Figure 1. Routed clock nets over the placement.
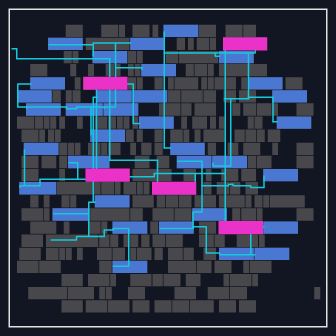
Figure 2. Clock nets.
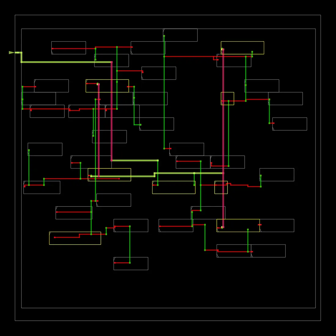
--- src/rtl/adder_tree_pkg.sv ---
// Shared sizing helpers and accumulator state type for the pipelined adder tree.
package adder_tree_pkg;

    typedef enum logic {IDLE, ACCUM} acc_state_t;

    function automatic int f_levels(input int size);
        return (size <= 1) ? 1 : $clog2(size);
    endfunction

    function automatic int f_nodes(input int size, input int level);
        return (size + (1 << level) - 1) >> level;
    endfunction

    function automatic int f_sum_width(input int size, input int dw);
        return dw + $clog2(size);
    endfunction

endpackage

--- src/rtl/pipelined_adder_tree_if.sv ---
// Beat-in / result-out handshake bundle for the pipelined adder tree.
interface pipelined_adder_tree_if
    import adder_tree_pkg::*;
#(
    parameter int SIZE       = 5,
    parameter int DATA_WIDTH = 4,
    parameter int ACCUMULATE = 0,
    parameter int ACC_WIDTH  = 16
) ();

    localparam int OUT_WIDTH = (ACCUMULATE != 0) ? ACC_WIDTH : f_sum_width(SIZE, DATA_WIDTH);

    logic                       in_valid;
    logic                       in_ready;
    logic                       in_last;
    logic [SIZE*DATA_WIDTH-1:0] inputs;
    logic                       out_valid;
    logic                       out_ready;
    logic [OUT_WIDTH-1:0]       out_data;
    logic                       out_overflow;

    modport master (
        output in_valid, in_last, inputs, out_ready,
        input  in_ready, out_valid, out_data, out_overflow
    );

    modport slave (
        input  in_valid, in_last, inputs, out_ready,
        output in_ready, out_valid, out_data, out_overflow
    );

endinterface

--- src/rtl/adder_tree_level.sv ---
// One registered pairwise-add level; an odd trailing node passes through widened by one bit.
module adder_tree_level #(
    parameter int N_IN = 2,
    parameter int W_IN = 4
) (
    input  logic                                  clk,
    input  logic                                  rst,
    input  logic                                  en,
    input  logic                                  in_valid,
    input  logic [N_IN*W_IN-1:0]                  in_data,
    output logic                                  out_valid,
    output logic [((N_IN + 1) / 2)*(W_IN + 1)-1:0] out_data
);

    localparam int N_OUT = (N_IN + 1) / 2;

    logic [N_OUT*(W_IN+1)-1:0] sums;

    for (genvar j = 0; j < N_OUT; j++) begin : g_node
        if (2 * j + 1 < N_IN) begin : g_pair
            assign sums[j*(W_IN+1) +: W_IN+1] = {1'b0, in_data[2*j*W_IN +: W_IN]}
                                              + {1'b0, in_data[(2*j+1)*W_IN +: W_IN]};
        end else begin : g_pass
            assign sums[j*(W_IN+1) +: W_IN+1] = {1'b0, in_data[2*j*W_IN +: W_IN]};
        end
    end

    always_ff @(posedge clk) begin
        if (rst) begin
            out_valid <= 1'b0;
            out_data  <= '0;
        end else if (en) begin
            out_valid <= in_valid;
            out_data  <= sums;
        end
    end

endmodule

--- src/rtl/pipelined_adder_tree.sv ---
// Full-precision pipelined sum of SIZE operands with global backpressure and
// optional per-packet accumulation of successive beats.
module pipelined_adder_tree
    import adder_tree_pkg::*;
#(
    parameter int SIZE       = 5,
    parameter int DATA_WIDTH = 4,
    parameter int ACCUMULATE = 0,
    parameter int ACC_WIDTH  = 16
) (
    input  logic                    clk,
    input  logic                    rst,
    pipelined_adder_tree_if.slave   bus
);

    localparam int LEVELS     = f_levels(SIZE);
    localparam int SUM_WIDTH  = f_sum_width(SIZE, DATA_WIDTH);
    localparam int TREE_WIDTH = DATA_WIDTH + LEVELS;

    logic                  advance;
    logic                  tree_valid;
    logic [TREE_WIDTH-1:0] tree_full;
    logic [SUM_WIDTH-1:0]  tree_sum;

    // Every stage moves together; a stalled result freezes the whole pipe.
    assign advance      = !bus.out_valid || bus.out_ready;
    assign bus.in_ready = advance;

    for (genvar k = 0; k < LEVELS; k++) begin : g_lvl
        localparam int N_IN  = f_nodes(SIZE, k);
        localparam int W_IN  = DATA_WIDTH + k;
        localparam int N_OUT = f_nodes(SIZE, k + 1);

        logic                      lvl_in_valid;
        logic [N_IN*W_IN-1:0]      lvl_in;
        logic                      lvl_out_valid;
        logic [N_OUT*(W_IN+1)-1:0] lvl_out;

        if (k == 0) begin : g_src
            assign lvl_in_valid = bus.in_valid;
            assign lvl_in       = bus.inputs;
        end else begin : g_chain
            assign lvl_in_valid = g_lvl[k-1].lvl_out_valid;
            assign lvl_in       = g_lvl[k-1].lvl_out;
        end

        adder_tree_level #(.N_IN(N_IN), .W_IN(W_IN)) u_level (
            .clk       (clk),
            .rst       (rst),
            .en        (advance),
            .in_valid  (lvl_in_valid),
            .in_data   (lvl_in),
            .out_valid (lvl_out_valid),
            .out_data  (lvl_out)
        );
    end

    assign tree_valid = g_lvl[LEVELS-1].lvl_out_valid;
    assign tree_full  = g_lvl[LEVELS-1].lvl_out;
    assign tree_sum   = tree_full[SUM_WIDTH-1:0];

    if (ACCUMULATE == 0) begin : g_direct
        assign bus.out_valid    = tree_valid;
        assign bus.out_data     = tree_sum;
        assign bus.out_overflow = 1'b0;
    end else begin : g_accum
        acc_state_t           state, state_next;
        logic [ACC_WIDTH-1:0] acc, acc_next, beat, emit_data, out_data_r;
        logic [ACC_WIDTH:0]   acc_sum;
        logic                 ovf, ovf_next, emit, emit_ovf, out_valid_r, out_ovf_r;
        logic [LEVELS-1:0]    last_pipe;
        logic                 tree_last;

        // The last flag rides alongside the tree so it lines up with its beat's sum.
        always_ff @(posedge clk) begin
            if (rst) begin
                last_pipe <= '0;
            end else if (advance) begin
                last_pipe[0] <= bus.in_last;
                for (int i = 1; i < LEVELS; i++) last_pipe[i] <= last_pipe[i-1];
            end
        end

        assign tree_last = last_pipe[LEVELS-1];
        assign beat      = ACC_WIDTH'(tree_sum);
        assign acc_sum   = {1'b0, acc} + {1'b0, beat};

        always_comb begin
            state_next = state;
            acc_next   = acc;
            ovf_next   = ovf;
            emit       = 1'b0;
            emit_data  = '0;
            emit_ovf   = 1'b0;
            if (tree_valid) begin
                case (state)
                    IDLE: begin
                        if (tree_last) begin
                            emit      = 1'b1;
                            emit_data = beat;
                        end else begin
                            acc_next   = beat;
                            ovf_next   = 1'b0;
                            state_next = ACCUM;
                        end
                    end
                    ACCUM: begin
                        if (tree_last) begin
                            emit       = 1'b1;
                            emit_data  = acc_sum[ACC_WIDTH-1:0];
                            emit_ovf   = ovf || acc_sum[ACC_WIDTH];
                            acc_next   = '0;
                            ovf_next   = 1'b0;
                            state_next = IDLE;
                        end else begin
                            acc_next = acc_sum[ACC_WIDTH-1:0];
                            ovf_next = ovf || acc_sum[ACC_WIDTH];
                        end
                    end
                    default: state_next = IDLE;
                endcase
            end
        end

        // A result register that is not being refilled drops valid once consumed.
        always_ff @(posedge clk) begin
            if (rst) begin
                state       <= IDLE;
                acc         <= '0;
                ovf         <= 1'b0;
                out_valid_r <= 1'b0;
                out_data_r  <= '0;
                out_ovf_r   <= 1'b0;
            end else if (advance) begin
                state       <= state_next;
                acc         <= acc_next;
                ovf         <= ovf_next;
                out_valid_r <= emit;
                if (emit) begin
                    out_data_r <= emit_data;
                    out_ovf_r  <= emit_ovf;
                end
            end
        end

        assign bus.out_valid    = out_valid_r;
        assign bus.out_data     = out_data_r;
        assign bus.out_overflow = out_ovf_r;
    end

endmodule

--- src/flat_wrapper.sv ---
// flat-port wrapper written by rule: the top's interface ports become plain ports
module pipelined_adder_tree_flat import adder_tree_pkg::*;
#(
    parameter int SIZE       = 5,
    parameter int DATA_WIDTH = 4,
    parameter int ACCUMULATE = 0,
    parameter int ACC_WIDTH  = 16
)
  (clk, rst, bus_in_valid, bus_in_last, bus_inputs, bus_out_ready, bus_in_ready, bus_out_valid, bus_out_data, bus_out_overflow);
  pipelined_adder_tree_if #(.SIZE(SIZE), .DATA_WIDTH(DATA_WIDTH), .ACCUMULATE(ACCUMULATE), .ACC_WIDTH(ACC_WIDTH)) bus_i ();
  input  logic clk;
  input  logic rst;
  input wire logic [$bits(bus_i.in_valid)-1:0] bus_in_valid;
  input wire logic [$bits(bus_i.in_last)-1:0] bus_in_last;
  input wire logic [$bits(bus_i.inputs)-1:0] bus_inputs;
  input wire logic [$bits(bus_i.out_ready)-1:0] bus_out_ready;
  output wire logic [$bits(bus_i.in_ready)-1:0] bus_in_ready;
  output wire logic [$bits(bus_i.out_valid)-1:0] bus_out_valid;
  output wire logic [$bits(bus_i.out_data)-1:0] bus_out_data;
  output wire logic [$bits(bus_i.out_overflow)-1:0] bus_out_overflow;
  assign bus_i.in_valid = bus_in_valid;
  assign bus_i.in_last = bus_in_last;
  assign bus_i.inputs = bus_inputs;
  assign bus_i.out_ready = bus_out_ready;
  assign bus_in_ready = bus_i.in_ready;
  assign bus_out_valid = bus_i.out_valid;
  assign bus_out_data = bus_i.out_data;
  assign bus_out_overflow = bus_i.out_overflow;
  pipelined_adder_tree #(.SIZE(SIZE), .DATA_WIDTH(DATA_WIDTH), .ACCUMULATE(ACCUMULATE), .ACC_WIDTH(ACC_WIDTH)) u_core (.clk(clk), .rst(rst), .bus(bus_i));
endmodule
--- config.mk ---
export PLATFORM = sky130hd
export DESIGN_NAME = pipelined_adder_tree_flat
export DESIGN_NICKNAME = d
export VERILOG_FILES = /design/src/rtl/adder_tree_pkg.sv /design/src/rtl/pipelined_adder_tree_if.sv /design/src/rtl/adder_tree_level.sv /design/src/rtl/pipelined_adder_tree.sv /design/src/flat_wrapper.sv
export SDC_FILE = /design/constraint.sdc
export NUM_CORES = 1
export LEC_CHECK = 0
export CAP_MARGIN = 20
export CORE_UTILIZATION = 45
export CTS_BUF_LIST = sky130_fd_sc_hd__clkbuf_16
export DETAILED_ROUTE_END_ITERATION = 10
export GPL_ROUTABILITY_DRIVEN = 0
export PLACE_DENSITY = 0.74
export SETUP_SLACK_MARGIN = 0.15
export SYNTH_ARGS = -nofsm -noshare
export SYNTH_HDL_FRONTEND = slang
export SYNTH_SLANG_ARGS = --single-unit
--- constraint.sdc ---
create_clock -name clk -period 1.7 [get_ports clk]
set_input_delay 0.255 -clock clk [delete_from_list [all_inputs] [get_ports clk]]
set_output_delay 0.255 -clock clk [all_outputs]
set_load 0.01 [all_outputs]
==> results.sh <==
# implementation run metrics
export IMPL_area_leaders="dfxtp_1 37%, ha_1 12%, nand2_1 6.6%"
export IMPL_regMostFlops="u_core.g_lvl.u_level.out_data"
export IMPL_cellLeakagePower_uw=0.00113
export IMPL_power_uw=2430
export IMPL_vias_per_cell=5.25
export IMPL_fillerInstances=304
export IMPL_nets=304
export IMPL_syn_inst=216
export IMPL_grt_pass1_vias=1491
export IMPL_die_x_um=65.5
export IMPL_hp_class="in -> reg"
export IMPL_mux_area_frac=0.0110
export IMPL_n_all_inverters=16
export IMPL_met1Wirelength_mm=1.82
export IMPL_start_kind="flip-flop"
export IMPL_p_switching_uw=618
export IMPL_io_pins=35
export IMPL_regArea_um2=688
export IMPL_root_buffer="clkbuf_16"
export IMPL_critPathMaxStageDelay_ns=0.36
export IMPL_dr_wl_met3_um=147
export IMPL_stdcell_area_mm2=0.00258
export IMPL_top_area_frac=0.375
export IMPL_xor_area_frac=0
export IMPL_worst_slack_ns=-0.0415
export IMPL_ys_sh_adder=0.161
export IMPL_fin_crit_ns=1.74
export IMPL_warnings=30
export IMPL_placementRows=22
export IMPL_async_flop_share=0
export IMPL_utilization=0.685
export IMPL_aoi_share=0.165
export IMPL_drv_cap=0
export IMPL_comb_cell_power_uw=458
export IMPL_dominant_cells="multi-input combinational cells"
export IMPL_chip_area_mm2=0.00429
export IMPL_antenna_cells=0
export IMPL_hold_ws_ns=0.400
export IMPL_dieHeight_um=65.5
export IMPL_yosys_area_mm2=0.00182
export IMPL_critPathCapture="u_core.g_lvl[1].u_level.out_data[4]"
export IMPL_rsz0062_at_grt="yes"
export IMPL_crit_buf_inv=1
export IMPL_cp_arrival_ns=1.91
export IMPL_edf_count=0
export IMPL_core_mm2=0.00377
export IMPL_drive_gt1_frac=0.220
export IMPL_routedWlPerCell_um=13.0
export IMPL_reg_top3="u_core.g_lvl.u_level.out_data: 31 flops, u_core.g_lvl.u_level.out_valid: 3 flops"
export IMPL_n_all_buffers=48
export IMPL_core_util_floorplan=0.481
export IMPL_areaGrowthSynthToFinish_pct=42.2
export IMPL_ys_warn_count=0
export IMPL_final_cell_count_no_fill=307
export IMPL_cp_slowest_cell="dfxtp_2"
export IMPL_rrSetupSlack_ns=-0.04
export IMPL_crit_path_cell_trace="ha_4, inv_2, fa_2, and2b_2, o21ai_4, and3_1, a311o_1"
export IMPL_cts_tree="built"
export IMPL_mi_logic_area_mm2=0.00113
export IMPL_crit_fanout=2
export IMPL_hold_path_depth=4
export IMPL_htree_levels=2
export IMPL_num_vias=1612
export IMPL_grt_pass1_wl_mm=6.52
export IMPL_status="finished with violations"
export IMPL_synthFlopType="dfxtp_1"
export IMPL_ys_top_logic_family="simple AND/OR/NAND/NOR gates"
export IMPL_synth_cell_types=38
export IMPL_drv_slew=0
export IMPL_firstDrtPassIters=4
export IMPL_cp_top_family="adder cells"
export IMPL_critPathKind="reg -> reg"
export IMPL_required_ns=1.87
export IMPL_tap_cells=48
export IMPL_avgSynthCellArea_um2=8.41
export IMPL_yosys_cells=216
export IMPL_dp_hpwl_mm=2.55
export IMPL_hold_path_end="u_core.g_lvl[0].u_level.out_data[0]"
export IMPL_drc=0
export IMPL_clock_area_frac=0.0659
export IMPL_grt_remaining_overflow=0
export IMPL_routed_top_layer="met4"
export IMPL_top_area_cell="dfxtp_1"
export IMPL_place_inst=293
export IMPL_pwr_share_seq=0.378
export IMPL_syn_num_nets=262
export IMPL_combPwrFrac=0.189
export IMPL_common_cells="34 x dfxtp_1, 32 x nand2_1, 22 x a21oi_1"
export IMPL_cts_clk_slew_worst_paths_ns=0.06
export IMPL_first_iter_violations=104
export IMPL_fin_crit_sh=1.02
export IMPL_p_per_area_mw_per_mm2=940
export IMPL_hold_buffers=0
export IMPL_most_common_cell="dfxtp_1"
export IMPL_finalHoldViolCount=0
export IMPL_num_multi_input_gates=153
export IMPL_dr_wl_met2_mm=1.94
export IMPL_port_buffer_count=32
export IMPL_syn_area_mm2=0.00182
export IMPL_post_place_ws_ns=-0.184
export IMPL_crit_path_start="u_core.g_lvl[0].u_level.out_data[5]"
export IMPL_antenna_found_initial=0
export IMPL_setup_viol=1
export IMPL_setup_tns_ns=-0.0415
export IMPL_wl_mm=3.99
export IMPL_placed_area_mm2=0.00223
export IMPL_rr_endpoint="u_core.g_lvl[1].u_level.out_data[4]"
export IMPL_violations="negative setup slack"
export IMPL_p_int_uw=1810
export IMPL_p_sw_frac=0.255
export IMPL_postCtsSetupBuffers=2
export IMPL_synth_simple_area_share=0.214
export IMPL_buffer_area_frac=0.183
export IMPL_synth_flops=34
export IMPL_ys_seq_share=0.375
export IMPL_hold_start="bus_inputs[0]"
## Picture notes: Figure 1
cells driving clock nets: drawn in magenta, count 5. clock wires: drawn in cyan, length 501 µm. flip-flops: drawn in blue, count 34.
There are 6 routed clock nets.
P_clk: 1050 µW
clk_lat worst skew: 0.28 ns
Clock Skew: 0.00446 ns
clock network power share: 0.433

## Picture notes: Figure 2
CTS sink cnt: 34
total CTS buffers: 5
clk_buf instances: 5
sequential cell count: 34

## cell usage in the layout, fill, tap and decap left out, types with 5 or more instances in the layout
| cell type | synthesis | layout |
|---|---|---|
| nor2_1 | 19 | 19 |
| nand3_1 | 5 | 5 |
| ha_1 | 17 | 13 |
| buf_4 | 3 | 15 |
| dfxtp_1 | 34 | 30 |
| dlymetal6s2s_1 | 0 | 8 |
| nand2_1 | 32 | 32 |
| inv_2 | 1 | 5 |
| clkbuf_16 | 0 | 5 |
| a21oi_1 | 22 | 20 |
| a211oi_1 | 7 | 5 |
| inv_1 | 15 | 11 |
| clkdlybuf4s50_1 | 0 | 23 |
## metal layers
metal / vias to the layer above / global-route usage
met5: - / 0
met4: 0 / 0.106
met3: 7 / 0.0417
met2: 29 / 0.339
met1: 748 / 0.242
li1: 828 / -
Power is estimated from default activity; no workload was simulated.
